===== config.mk =====
export PLATFORM = sky130hd
export DESIGN_NAME = lcd_write_sched
export DESIGN_NICKNAME = d
export VERILOG_FILES = /design/src/rtl/lcd_write_sched.sv
export SDC_FILE = /design/constraint.sdc
export NUM_CORES = 1
export LEC_CHECK = 0
export CORE_MARGIN = 5
export CORE_UTILIZATION = 37
export CTS_CLUSTER_SIZE = 12
export DETAILED_ROUTE_END_ITERATION = 16
export MAX_ROUTING_LAYER = met4
export PLACE_DENSITY = 0.65
export SYNTH_ARGS = -nofsm -noshare
export SYNTH_HDL_FRONTEND = slang
export SYNTH_SLANG_ARGS = --single-unit

===== constraint.sdc =====
create_clock -name clk -period 3.3 [get_ports clk]
set_input_delay 0.99 -clock clk [delete_from_list [all_inputs] [get_ports clk]]
set_output_delay 0.99 -clock clk [all_outputs]
set_load 0.02 [all_outputs]

===== src/rtl/lcd_write_sched.sv =====
// Purpose: HD44780 4-bit write scheduler: power-up/init sequence, then round-robin byte writes from two requesters.
// Latency: grant one edge after a request seen in IDLE; a byte occupies 2*E_CYC+GAP_CYC+settle+1 cycles.
// Backpressure: requests are held until gnt; no gnt is issued outside IDLE.
module lcd_write_sched #(
    parameter int E_CYC      = 800,
    parameter int GAP_CYC    = 20,
    parameter int WAIT_SHORT = 800,
    parameter int WAIT_LONG  = 60000,
    parameter int PWRUP_CYC  = 300000
) (
    input  logic       clk,
    input  logic       rst_n,
    input  logic       req0,
    input  logic       req1,
    input  logic       rs0,
    input  logic       rs1,
    input  logic [7:0] data0,
    input  logic [7:0] data1,
    output logic       gnt0,
    output logic       gnt1,
    output logic       lcd_rs,
    output logic       lcd_e,
    output logic [3:0] lcd_data,
    output logic       busy,
    output logic       init_done
);
    localparam logic [19:0] E_LD  = 20'(E_CYC - 1);
    localparam logic [19:0] G_LD  = 20'(GAP_CYC - 1);
    localparam logic [19:0] WS_LD = 20'(WAIT_SHORT - 1);
    localparam logic [19:0] WL_LD = 20'(WAIT_LONG - 1);
    localparam logic [19:0] PW_LD = 20'(PWRUP_CYC - 1);

    typedef enum logic [2:0] {PWRUP, INIT_E, INIT_W, IDLE, HI_E, GAP, LO_E, SETTLE} state_t;

    state_t      state_q, state_d;
    logic [19:0] cnt_q, cnt_d;
    logic [1:0]  nib_q, nib_d;
    logic [7:0]  byte_q, byte_d;
    logic        prio_q, prio_d;
    logic        gnt0_q, gnt0_d, gnt1_q, gnt1_d;
    logic        lcd_rs_q, lcd_rs_d, lcd_e_q, lcd_e_d;
    logic [3:0]  lcd_data_q, lcd_data_d;
    logic        busy_q, busy_d, init_done_q, init_done_d;
    logic        cnt_done, pick1, slow_cmd;

    assign cnt_done = (cnt_q == 20'd0);
    // prio_q=1 gives req1 precedence when both requesters are waiting
    assign pick1    = req1 & (~req0 | prio_q);
    // clear display / return home need the long settle time
    assign slow_cmd = ~lcd_rs_q & (byte_q[7:2] == 6'd0) & (byte_q[1:0] != 2'd0);

    always_comb begin
        state_d     = state_q;
        cnt_d       = cnt_done ? cnt_q : cnt_q - 20'd1;
        nib_d       = nib_q;
        byte_d      = byte_q;
        prio_d      = prio_q;
        gnt0_d      = 1'b0;
        gnt1_d      = 1'b0;
        lcd_rs_d    = lcd_rs_q;
        lcd_e_d     = lcd_e_q;
        lcd_data_d  = lcd_data_q;
        busy_d      = busy_q;
        init_done_d = init_done_q;
        case (state_q)
            PWRUP: if (cnt_done) begin
                state_d    = INIT_E;
                cnt_d      = E_LD;
                nib_d      = 2'd0;
                lcd_rs_d   = 1'b0;
                lcd_e_d    = 1'b1;
                lcd_data_d = 4'h3;
            end
            INIT_E: if (cnt_done) begin
                state_d = INIT_W;
                cnt_d   = WL_LD;
                lcd_e_d = 1'b0;
            end
            INIT_W: if (cnt_done) begin
                if (nib_q == 2'd3) begin
                    state_d     = IDLE;
                    busy_d      = 1'b0;
                    init_done_d = 1'b1;
                end else begin
                    state_d    = INIT_E;
                    cnt_d      = E_LD;
                    nib_d      = nib_q + 2'd1;
                    lcd_e_d    = 1'b1;
                    lcd_data_d = (nib_q == 2'd2) ? 4'h2 : 4'h3;
                end
            end
            IDLE: if (req0 | req1) begin
                state_d    = HI_E;
                cnt_d      = E_LD;
                gnt0_d     = ~pick1;
                gnt1_d     = pick1;
                prio_d     = ~pick1;
                byte_d     = pick1 ? data1 : data0;
                lcd_rs_d   = pick1 ? rs1 : rs0;
                lcd_data_d = pick1 ? data1[7:4] : data0[7:4];
                lcd_e_d    = 1'b1;
                busy_d     = 1'b1;
            end
            HI_E: if (cnt_done) begin
                state_d = GAP;
                cnt_d   = G_LD;
                lcd_e_d = 1'b0;
            end
            GAP: if (cnt_done) begin
                state_d    = LO_E;
                cnt_d      = E_LD;
                lcd_e_d    = 1'b1;
                lcd_data_d = byte_q[3:0];
            end
            LO_E: if (cnt_done) begin
                state_d = SETTLE;
                cnt_d   = slow_cmd ? WL_LD : WS_LD;
                lcd_e_d = 1'b0;
            end
            SETTLE: if (cnt_done) begin
                state_d = IDLE;
                busy_d  = 1'b0;
            end
            default: state_d = PWRUP;
        endcase
    end

    always_ff @(posedge clk or negedge rst_n) begin
        if (!rst_n) begin
            state_q     <= PWRUP;
            cnt_q       <= PW_LD;
            nib_q       <= 2'd0;
            byte_q      <= 8'd0;
            prio_q      <= 1'b0;
            gnt0_q      <= 1'b0;
            gnt1_q      <= 1'b0;
            lcd_rs_q    <= 1'b0;
            lcd_e_q     <= 1'b0;
            lcd_data_q  <= 4'd0;
            busy_q      <= 1'b1;
            init_done_q <= 1'b0;
        end else begin
            state_q     <= state_d;
            cnt_q       <= cnt_d;
            nib_q       <= nib_d;
            byte_q      <= byte_d;
            prio_q      <= prio_d;
            gnt0_q      <= gnt0_d;
            gnt1_q      <= gnt1_d;
            lcd_rs_q    <= lcd_rs_d;
            lcd_e_q     <= lcd_e_d;
            lcd_data_q  <= lcd_data_d;
            busy_q      <= busy_d;
            init_done_q <= init_done_d;
        end
    end

    assign gnt0      = gnt0_q;
    assign gnt1      = gnt1_q;
    assign lcd_rs    = lcd_rs_q;
    assign lcd_e     = lcd_e_q;
    assign lcd_data  = lcd_data_q;
    assign busy      = busy_q;
    assign init_done = init_done_q;
endmodule


==> results.toml, run 1 <==
# implementation run metrics
[power]
report.power.total_mw = 1.49
cellLeakagePower_nw = 1.26
power_per_standard_cell_area_mw_per_mm2 = 485
power.ir.vdd_worst_uv = 207

[yosys]
postSynthCellCount = 278
synth_cell_type_count = 58
postSynthSeqShare_pct = 43.1
syn-cell-area_mm2 = 0.00259
synth_nets = 305
top_area_cell = "dfrtp_1"
postSynth.topFlopCell = "dfrtp_1"
enable_flop_cells = 0
yosys.stat.chipArea_mm2 = 0.00259
synth_top_area_share_pct = 29.9
yosysCellCount = 278
async_reset_ff_share_pct = 100
area_leaders = "dfrtp_1 (30%), dfstp_2 (13%), o21ai_0 (4.1%)"
synth.ff_latch_count = 44
synth_warnings = 0

[clocking]
numCtsBuffers = 5
post_cts_setup_repair_bufs = 0
clock_insertion_delay_worst_skew_ps = 300
cts.repair.resized = 0
cts_tree = "built"
clock_tree.htree_level_count = 2
clk_pin_slew_worst_paths_ps = 90
clock_tree.root_cell = "clkbuf_8"
postCtsHoldBufs = 0
clock_sinks = 44

[final_layout]
most-common-layout-cells = "dfrtp_1 (31), clkdlybuf4s50_1 (30), nand2_1 (26)"
drive_gt1_share_pct = 13.0
layout.nets = 334
final_common_cell = "dfrtp_1"
insertedDiodeCount = 0
area.growth.synth_to_final_pct = 18.6
utilization_pct = 45.2
instances_no_fill = 404

[floorplan]
rows = 30
fp.dieH_um = 93.7
num_io_pins = 32
chip_area_mm2 = 0.00878
horiz_die_dim_um = 93.7
starting_density_of_the_core_pct = 38.2

[placement]
port_buffers = 31
gp_routability_congestion = 0.798
dp_hpwl_um = 4360
placedCellCount = 396

[final_timing]
setup_viol_count_final = 0
final.setup.tns_ps = 0
skew_ps = 7.14
rsz_0062_raised_after_global_routing = "false"
timing.max_slew.rel_slack_pct = 33.4
fmax_mhz = 359
final-max-slew-violation-count = 0
finalClockPeriodUsage_pct = 84.4
timing.hold.ws_ps = 483

[drt]
drt-vias-per-instance = 5.28
drt_drc_violations_left = 0
drt_iter0_markers = 100
detailroute.via_count = 2134
detail-route-antenna-nets = 0

[flow_run]
max_cap_viol_count = 0
warnings = 28

[global_routing]
via_count_of_the_first_global_routing_pass = 2181
globalRoute.totalOverflow = 0
grt_pass1_wl_um = 10800
grt_antenna_before_repair = 0

[setup_path]
crit_fanout = 17
critical_path.startpoint_type = "flip-flop"
timing.critical_path.to_type = "flip-flop"
arrival_ps = 3020
crit_path_drt_ps = 3530

[hold_path]
worstHoldPathType = "flip-flop to flip-flop"

[status]
status = "finished clean"
==> run 1: cells by family after synthesis <==
group | count (synthesis) | share of synthesized area (%)
simple gates | 111 | 23.0
compound gates | 73 | 19.0
flops | 44 | 43.1
buf+inv | 23 | 4.30
mux | 13 | 5.16
xor+xnor | 9 | 3.04
fa+ha+maj | 5 | 2.41
==> run 1: per-stage QoR <==
stage | setup slack, ps | cell area [um^2]
after global placement | 620 | 2980
after detailed placement | 531 | 2980
after CTS | 523 | 3070
after floorplan | 643 | 2590
final | 514 | 3070
after global routing | 281 | 3070
==> run 1: final timing paths <==
check                               start    endpoint  slack, ps  cells after the start
worst max-delay path             cnt_q[1]    cnt_q[0]        510                     10
worst min-delay path            init_done   init_done        480                      1
worst max register to register   cnt_q[1]    cnt_q[0]        510                     10
worst min register to register  init_done   init_done        480                      1
max in group asynchronous           rst_n  state_q[2]       1830                      1
min in group asynchronous           rst_n   cnt_q[17]        860                      1
==> run 1: state kept, by name, indices dropped and copies added, names as in the netlist, 2 cells and up <==
register and flops:
cnt_q 20, byte_q 8, lcd_data 4, state_q 3, nib_q 2
==> run 1: cells in the mapped netlist (all sizes together), types with 3 or more instances <==
master   n
xor2     5
or4      5
and2     4
nand2b   3
o21bai   3
clkbuf  10
nor4     3
nor2b    3
o211ai   7
nor2    26
mux2i   10
mux2     3
xnor2    4
a21oi    9
dfstp   13
buf      4
nor3    12
o21ai   25
nand3    6
or3     10
a21o     4
dfrtp   31
nand2   26
inv      9
o21a     3
o41ai    3
a31oi    5
ha       5
==> run 1: power breakdown <==
group          total, mW  switching (mW)  internal [mW]
logic              0.391           0.196          0.195
registers          0.742          0.0895          0.652
clock network      0.357           0.187          0.170
total               1.49           0.472           1.02
==> run 1: layout make-up <==
type / instances / area, um^2
fill: 674 / 3720
multi-input combinational: 211 / 1360
sequential: 44 / 1120
timing repair buffer: 36 / 343
tap: 96 / 120
clock buffer: 7 / 86.3
inverter: 9 / 36.3
clock inverter: 1 / 7.51
==> run 1: layer usage <==
metal | share of wire (%) | track usage (%) | wire (um) | vias to the layer above
met5 | 0 | - | 0 | -
met4 | 0.73 | 4.09 | 44 | 0
met3 | 4.2 | 2.96 | 251 | 5
met2 | 49 | 24.7 | 2950 | 44
met1 | 46 | 20.9 | 2780 | 1016
li1 | - | - | - | 1069
==> run 1: worst max-delay path, stage by stage (launching register included) <==
cell and delay (ps):
dfstp_2 380, inv_1 80, ha_1 130, or4b_1 410, or3_1 530, nor2_8 180, inv_4 110, ha_1 330
nor4b_1 300, a21oi_1 80, o21a_1 170
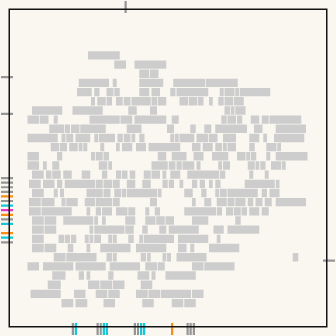
run_1/pinout.png
Pins as bars across the die edge, other pins in grey.
port	colour	pins	direction	edge
data0	cyan	8	input	5 south, 3 west
lcd_rs	magenta	1	output	west
lcd_data	orange	4	output	3 west, 1 south
all pins by edge	16 west, 14 south, 1 north, 1 east

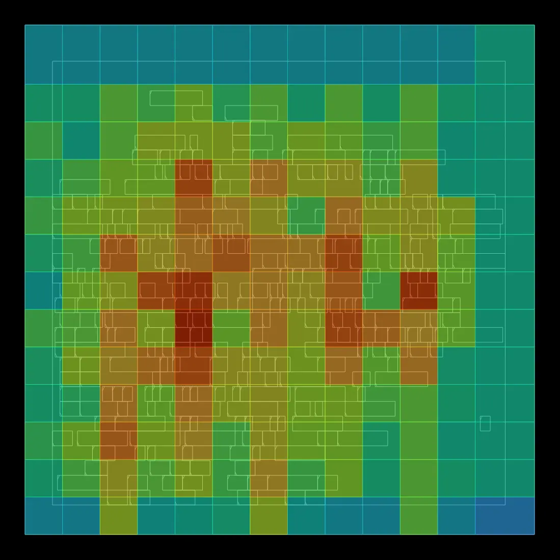
run_1/congestion_map.png
met2 global-route usage: 24.7%
layer carrying the most global-route usage: met2
average wire per cell in the routed design: 14.9 um

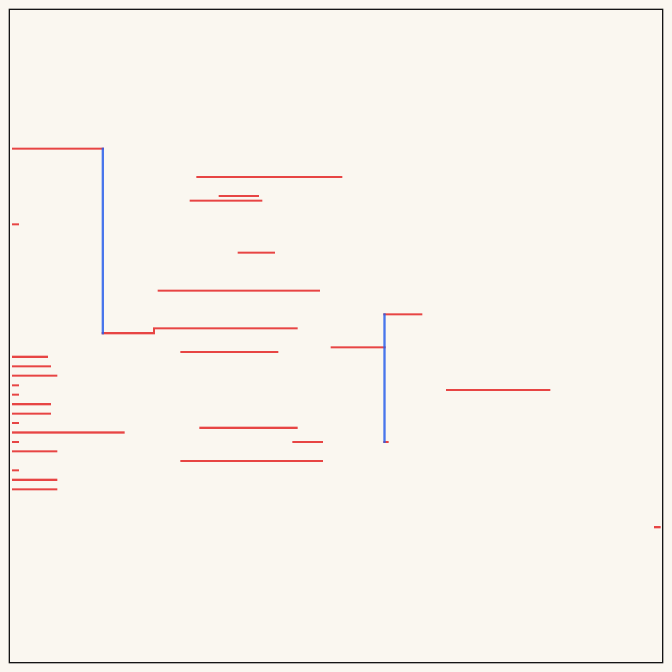
run_1/layers.png
Two of the layers only.
layer	colour	wire length
M3	red	252 um
M4	blue	44.9 um
total track usage: 15.7%
wirelength, routed: 6030 um

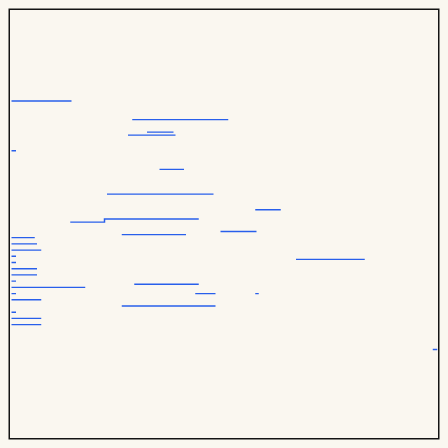
run_1/m3.png
nets with wire on the layer	26
main direction	horizontal
wire length on this layer	252 um
share of all routed wire	4.2%

run_1/ff_map.png
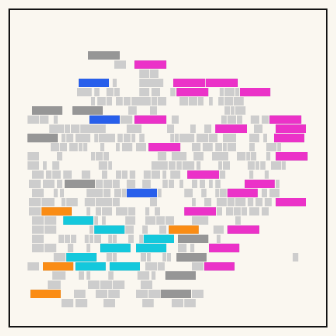

## Run 2: what changed since run 1
- clock period: 3.3 -> 2.7 ns (I/O delays scaled with it)
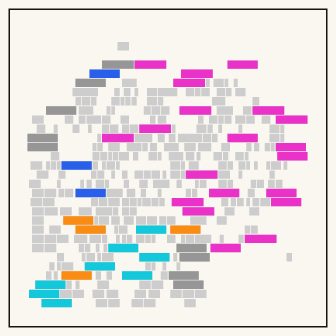
run_2/ff_map.png
name in the netlist	colour	sequential cells
lcd_data	orange	4
cnt_q	magenta	20
state_q	blue	3
byte_q	cyan	8

==> run 2 against run 1 <==
Compared with the run above: final cell count grew 2.7%; count of clock-buffer cells in the layout shrank 1; combinational power rose by 26%; critical path depth unchanged; non-clock buffer count increased by 11; clock skew increased by 2.0 ps; synthesized cell count is the same; area after synthesis did not move; setup slack got worse by 360 ps; sequential share of layout area shrank 1.1 points; largest power group unchanged; highest routed layer unchanged.
==> results.toml, run 2 <==
# implementation run metrics
[yosys]
post_synth_most_frequent_cells = "dfrtp_1 (31), nand2_1 (26), nor2_1 (25)"
synth_cell_type_count = 58
postSynthCellCount = 278
post_synth.cell_area_avg_um2 = 9.33
synth_top_area_share_pct = 29.9
area_leaders = "dfrtp_1 (30%), dfstp_2 (13%), o21ai_0 (4.1%)"
synth_nets = 305
synth_warnings = 0
enable_flop_cells = 0
yosys.stat.chipArea_mm2 = 0.00259
synth.ff_latch_count = 44
most_numerous_cell_in_the_yosys_netlist = "dfrtp_1"

[final_layout]
utilization_pct = 46.6
layout.area.comb_mm2 = 0.00138
design_area_mm2 = 0.00317
area.sequential_mm2 = 0.00112
area.growth.synth_to_final_pct = 22.2
most-common-layout-cells = "dfrtp_1 (31), clkdlybuf4s50_1 (30), nand2_1 (26)"
insertedDiodeCount = 0
filler_cell_count = 676
drive_gt1_share_pct = 16.9
final_common_cell = "dfrtp_1"
regMostFlops = "cnt_q"
layout.nets = 345
instances_no_fill = 415

[drt]
drt_drc_violations_left = 0
detail-route-antenna-nets = 0
wl_per_cell_um = 15.1
drt_iter0_markers = 75
wirelength_routed_um = 6250
detailroute.via_count = 2218

[status]
status = "finished clean"

[setup_path]
critPathKind = "flip-flop to flip-flop"
critPathLaunch = "cnt_q[0]"
crit_path_drt_ps = 2950
critical_path.startpoint_type = "flip-flop"
timing.critical_path.to_type = "flip-flop"
crit_fanout = 8
arrival_ps = 2790
rr_startpoint = "cnt_q[0]"

[final_timing]
rsz_0062_raised_after_global_routing = "false"
final.setup.tns_ps = 0
final-max-slew-violation-count = 0
setup_viol_count_final = 0
fmax_mhz = 393
skew_ps = 9.17
timing.hold.ws_ps = 468
timing.max_slew.rel_slack_pct = 63.2

[clocking]
clock_tree.htree_level_count = 2
clock_insertion_delay_worst_skew_ps = 300
cts_tree = "built"
numCtsBuffers = 5
clock_sinks = 44
postCtsHoldBufs = 0
clk_pin_slew_worst_paths_ps = 90
clock_tree.root_cell = "clkbuf_8"

[floorplan]
horiz_die_dim_um = 93.7
chip_area_mm2 = 0.00878
starting_density_of_the_core_pct = 38.2
num_io_pins = 32
fp.dieH_um = 93.7
rows = 30

[placement]
dp_hpwl_um = 4710
port_buffers = 31
gp_routability_congestion = 0.855
placedCellCount = 407
placed_cell_area_mm2 = 0.00306

[power]
power.ir.vdd_worst_uv = 214
power_per_standard_cell_area_mw_per_mm2 = 579
cellLeakagePower_nw = 1.32

[global_routing]
globalRoute.totalOverflow = 0
grt.total_usage_pct = 16.1
via_count_of_the_first_global_routing_pass = 2278
grt_antenna_before_repair = 0

[flow_run]
max_cap_viol_count = 0
warnings = 28

[hold_path]
worstHoldPathType = "input port to asynchronous set/reset pin"
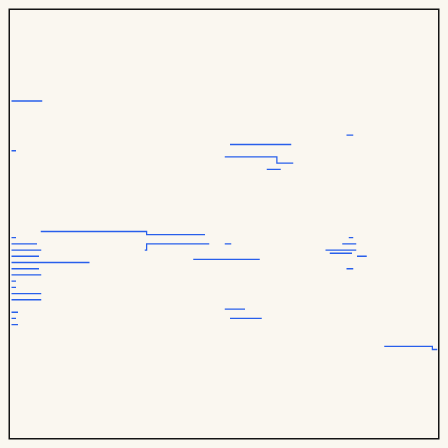
run_2/m3.png
nets with wire on the layer	26
wire length on this layer	211 um

-- run 2: netlist changes by cell type in the layout (fill, tap and decap cells not counted), sizes merged --
cell / previous run / this run
buf: 6 / 17
clkbuf: 7 / 6
clkinvlp: 1 / 0
clkinv: 0 / 2
-- run 2: power by group --
part / internal [mW] / switching [mW]
logic: 0.246 / 0.246
registers: 0.797 / 0.107
clock network: 0.205 / 0.232
total: 1.25 / 0.585
-- run 2: what timing repair did --
item	CTS	global route
hold endpoints to repair	0	0
endpoints found under the setup margin	0	1
gates resized	0	2
-- run 2: worst paths after layout --
path,endpoint,slack [ps],cells past startpoint
max,cnt_q[0],160,10
min,cnt_q[13],470,1
max reg2reg,cnt_q[0],160,10
min reg2reg,byte_q[4],480,2
max in group asynchronous,cnt_q[7],1580,2
min in group clk,byte_q[4],480,2
-- run 2: worst max-delay path, cell delays in order (launching register included) --
cell and delay, ps:
dfstp_2 400, inv_1 80, ha_1 130, or4b_1 420
or3_4 370, nor2_8 160, inv_4 40, ha_1 330
nor2_1 80, a222oi_1 310, o21a_1 170
-- run 2: area by class of cell --
class	count	area share, %
clock buffers	6	2.61
clock inverters	2	0.316
inverters	9	1.15
multi-input cells	211	43.4
flip-flops and latches	44	35.3
well taps	96	3.79
repair buffers	47	13.4
-- run 2: layer usage --
metal  global-route usage [%]  share of wire [%]  wire length [um]  up-vias
met3                     2.88                3.4               210        8
met1                     21.1                 47              2960     1078
met5                        -                  0                 0        -
met4                     4.93                1.5                95        0
met2                     25.5                 48              2980       43
li1                         -                  -                 -     1089
-- run 2: through the flow --
step / setup slack, ps / total power [mW]
after detailed placement: 115 / 1.40
after CTS: 102 / 1.84
after floorplan: 43.4 / 1.24
final: 158 / 1.83
after global routing: 27.3 / 1.96
after global placement: 201 / 1.38
-- run 2: cell families after synthesis --
| logic type | after synthesis | synth area share [%] |
|---|---|---|
| and+or+nand+nor | 111 | 23.0 |
| adders and majority gates | 5 | 2.41 |
| AOI/OAI and AO/OA | 73 | 19.0 |
| xor gates and xnor gates | 9 | 3.04 |
| muxes | 13 | 5.16 |
| buffers and inverters | 23 | 4.30 |
| DFF | 44 | 43.1 |
run_2/layers.png
Two of the layers only.
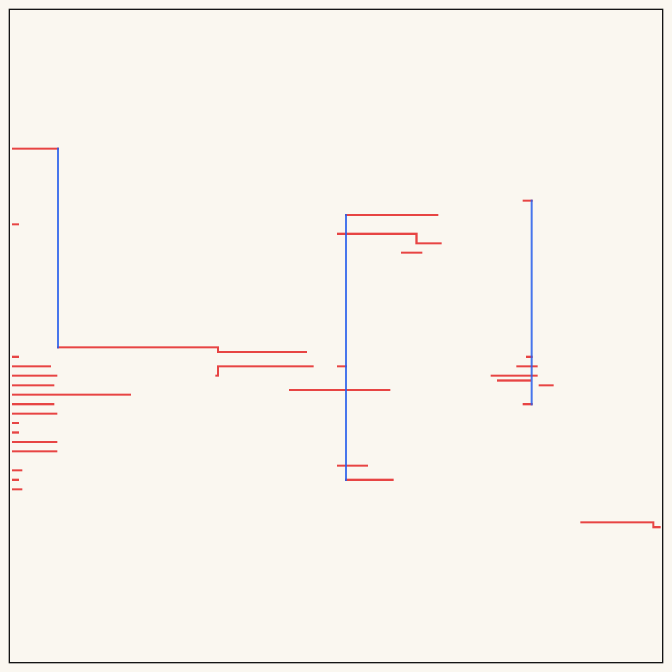

## Run 3: what changed since run 2
- CORE_UTILIZATION: 37 -> 56
- PLACE_DENSITY: 0.65 -> 0.88
- SETUP_SLACK_MARGIN: not set -> 0.4
- SKIP_CTS_REPAIR_TIMING: not set -> 1
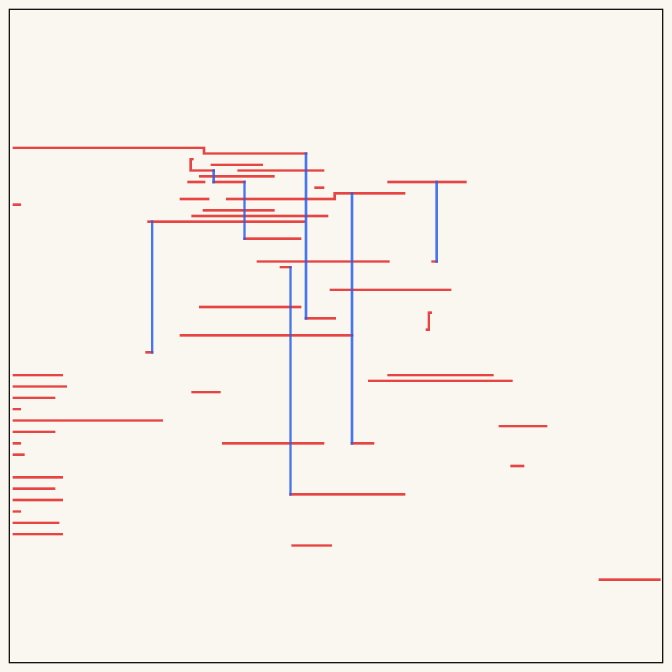
run_3/layers.png
Two of the layers only.
layer	colour	wire length
M3	red	375 um
M4	blue	110 um
total track usage: 21.5%
average wire per cell in the routed design: 17.5 um

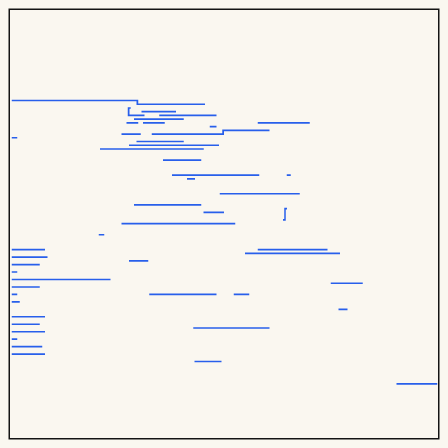
run_3/m3.png
nets with wire on the layer	38
share of all routed wire	5.7%

==> run 3 against run 2 <==
Compared with the run above: synthesized cell count stayed put; sequential power is 0.4% higher; non-clock buffer count is 7 higher; combinational power is 18% higher; clock power is about 20% higher; first-iteration DRC count is 97% higher; count of clock-buffer cells in the layout is 1 lower; critical endpoint unchanged; highest routed layer unchanged; clock skew hardly changed; maximum frequency is 1.1% lower; global-route usage is 5.4 points higher; register-to-register slack worse by 30 ps; via count is 5.1% higher.
==> results.toml, run 3 <==
# implementation run metrics
[yosys]
most_numerous_cell_in_the_yosys_netlist = "dfrtp_1"
yosys.stat.chipArea_mm2 = 0.00259
async_reset_ff_share_pct = 100
area_leaders = "dfrtp_1 (30%), dfstp_2 (13%), o21ai_0 (4.1%)"
enable_flop_cells = 0
postSynthSeqShare_pct = 43.1
post_synth.cell_area_avg_um2 = 9.33
postSynthCellCount = 278

[final_layout]
insertedDiodeCount = 0
layout.nets = 352
area.growth.synth_to_final_pct = 27.8
final_common_cell = "dfrtp_1"

[final_timing]
fmax_mhz = 389
skew_ps = 9.19
setup_viol_count_final = 0
timing.max_slew.rel_slack_pct = 58.1
finalClockPeriodUsage_pct = 95.1
final-max-slew-violation-count = 0

[global_routing]
busiest_layer = "met2"
grtUsageMet3_pct = 4.23
via_count_of_the_first_global_routing_pass = 2252
grt_antenna_before_repair = 0
groute.layer.met2.usage_pct = 35.8

[clocking]
clock_tree.root_cell = "clkbuf_8"
clock_sinks = 44
clock_tree.htree_level_count = 2
clock_insertion_delay_worst_skew_ps = 310
clk_pin_slew_worst_paths_ps = 90

[drt]
drt-vias-per-instance = 6.17
detail-route-antenna-nets = 0
wirelength_routed_um = 6600
drt_iter0_markers = 148
detailroute.via_count = 2331

[placement]
dp_hpwl_um = 4380
gp_routability_congestion = 0.891

[status]
status = "finished clean"

[power]
power_per_standard_cell_area_mw_per_mm2 = 607
cellLeakagePower_nw = 1.39

[setup_path]
setup.reg_to_reg.worst_slack_ps = 130
timing.critical_path.to_type = "flip-flop"
cell_type_of_the_slowest_stage_on_the_worst_timing_path = "or4b_4"
critPathKind = "flip-flop to flip-flop"

[floorplan]
chip_area_mm2 = 0.00609

[flow_run]
warnings = 30
max_cap_viol_count = 0
==> run 3: cell counts after synthesis <==
No cell type changed its count.
==> run 3: worst max-delay path: cells and delay by family, from the launching register on <==
family,cells,cell delay [ps]
AND-OR/OR-AND,2,560
flip-flops,1,400
buffers and inverters,2,140
adder cells (fa/ha/maj),2,420
AND/OR/NAND/NOR,4,1010
==> run 3: cell families (layout without fill, tap and decap cells) <==
group | Yosys count | count (layout) | synth area share (%)
muxes | 13 | 13 | 5.16
buffers and inverters | 23 | 71 | 4.30
AOI/OAI and AO/OA | 73 | 73 | 19.0
xor gates and xnor gates | 9 | 9 | 3.04
and+or+nand+nor | 111 | 111 | 23.0
adders and majority gates | 5 | 5 | 2.41
DFF | 44 | 44 | 43.1
==> run 3: per-stage QoR <==
stage	cell area (um^2)	setup slack [ps]	util (%)	power, mW	cells
2_1_floorplan	2610	79.1	-	1.25	278
3_3_place_gp	3010	187	68.1	1.40	360
3_5_place_dp	3010	122	68.1	1.43	360
4_1_cts	3120	100	70.7	1.95	368
5_1_grt	3310	81.0	75.1	2.12	378
6_report	3310	131	75.1	2.01	378
==> run 3: layout make-up <==
class                      instances  area [um^2]
inverter                           9         46.3
tap                               52         65.1
clock buffer                       5         68.8
multi-input combinational        211         1470
timing repair buffer              54          500
fill                             298         1100
sequential                        44         1120
clock inverter                     3         46.3
==> run 3: metal layers <==
metal | vias up | wire length [um]
li1 | 1103 | -
met1 | 1138 | 2730
met2 | 75 | 3390
met3 | 15 | 375
met4 | 0 | 110
met5 | - | 0
==> run 3: path summary, 6_finish.rpt <==
| check | start | end | depth (start not counted) |
|---|---|---|---|
| max | cnt_q[0] | cnt_q[0] | 10 |
| min | init_done | init_done | 1 |
| max reg2reg | cnt_q[0] | cnt_q[0] | 10 |
| min reg2reg | init_done | init_done | 1 |
| max in group asynchronous | rst_n | cnt_q[0] | 2 |
| min in group asynchronous | rst_n | cnt_q[10] | 2 |
==> run 3: report_power, final <==
part	switching [mW]	internal (mW)	total [mW]
Combinational	0.286	0.295	0.581
Sequential	0.111	0.797	0.908
Clock	0.245	0.279	0.524
Power is estimated from default activity; no workload was simulated.
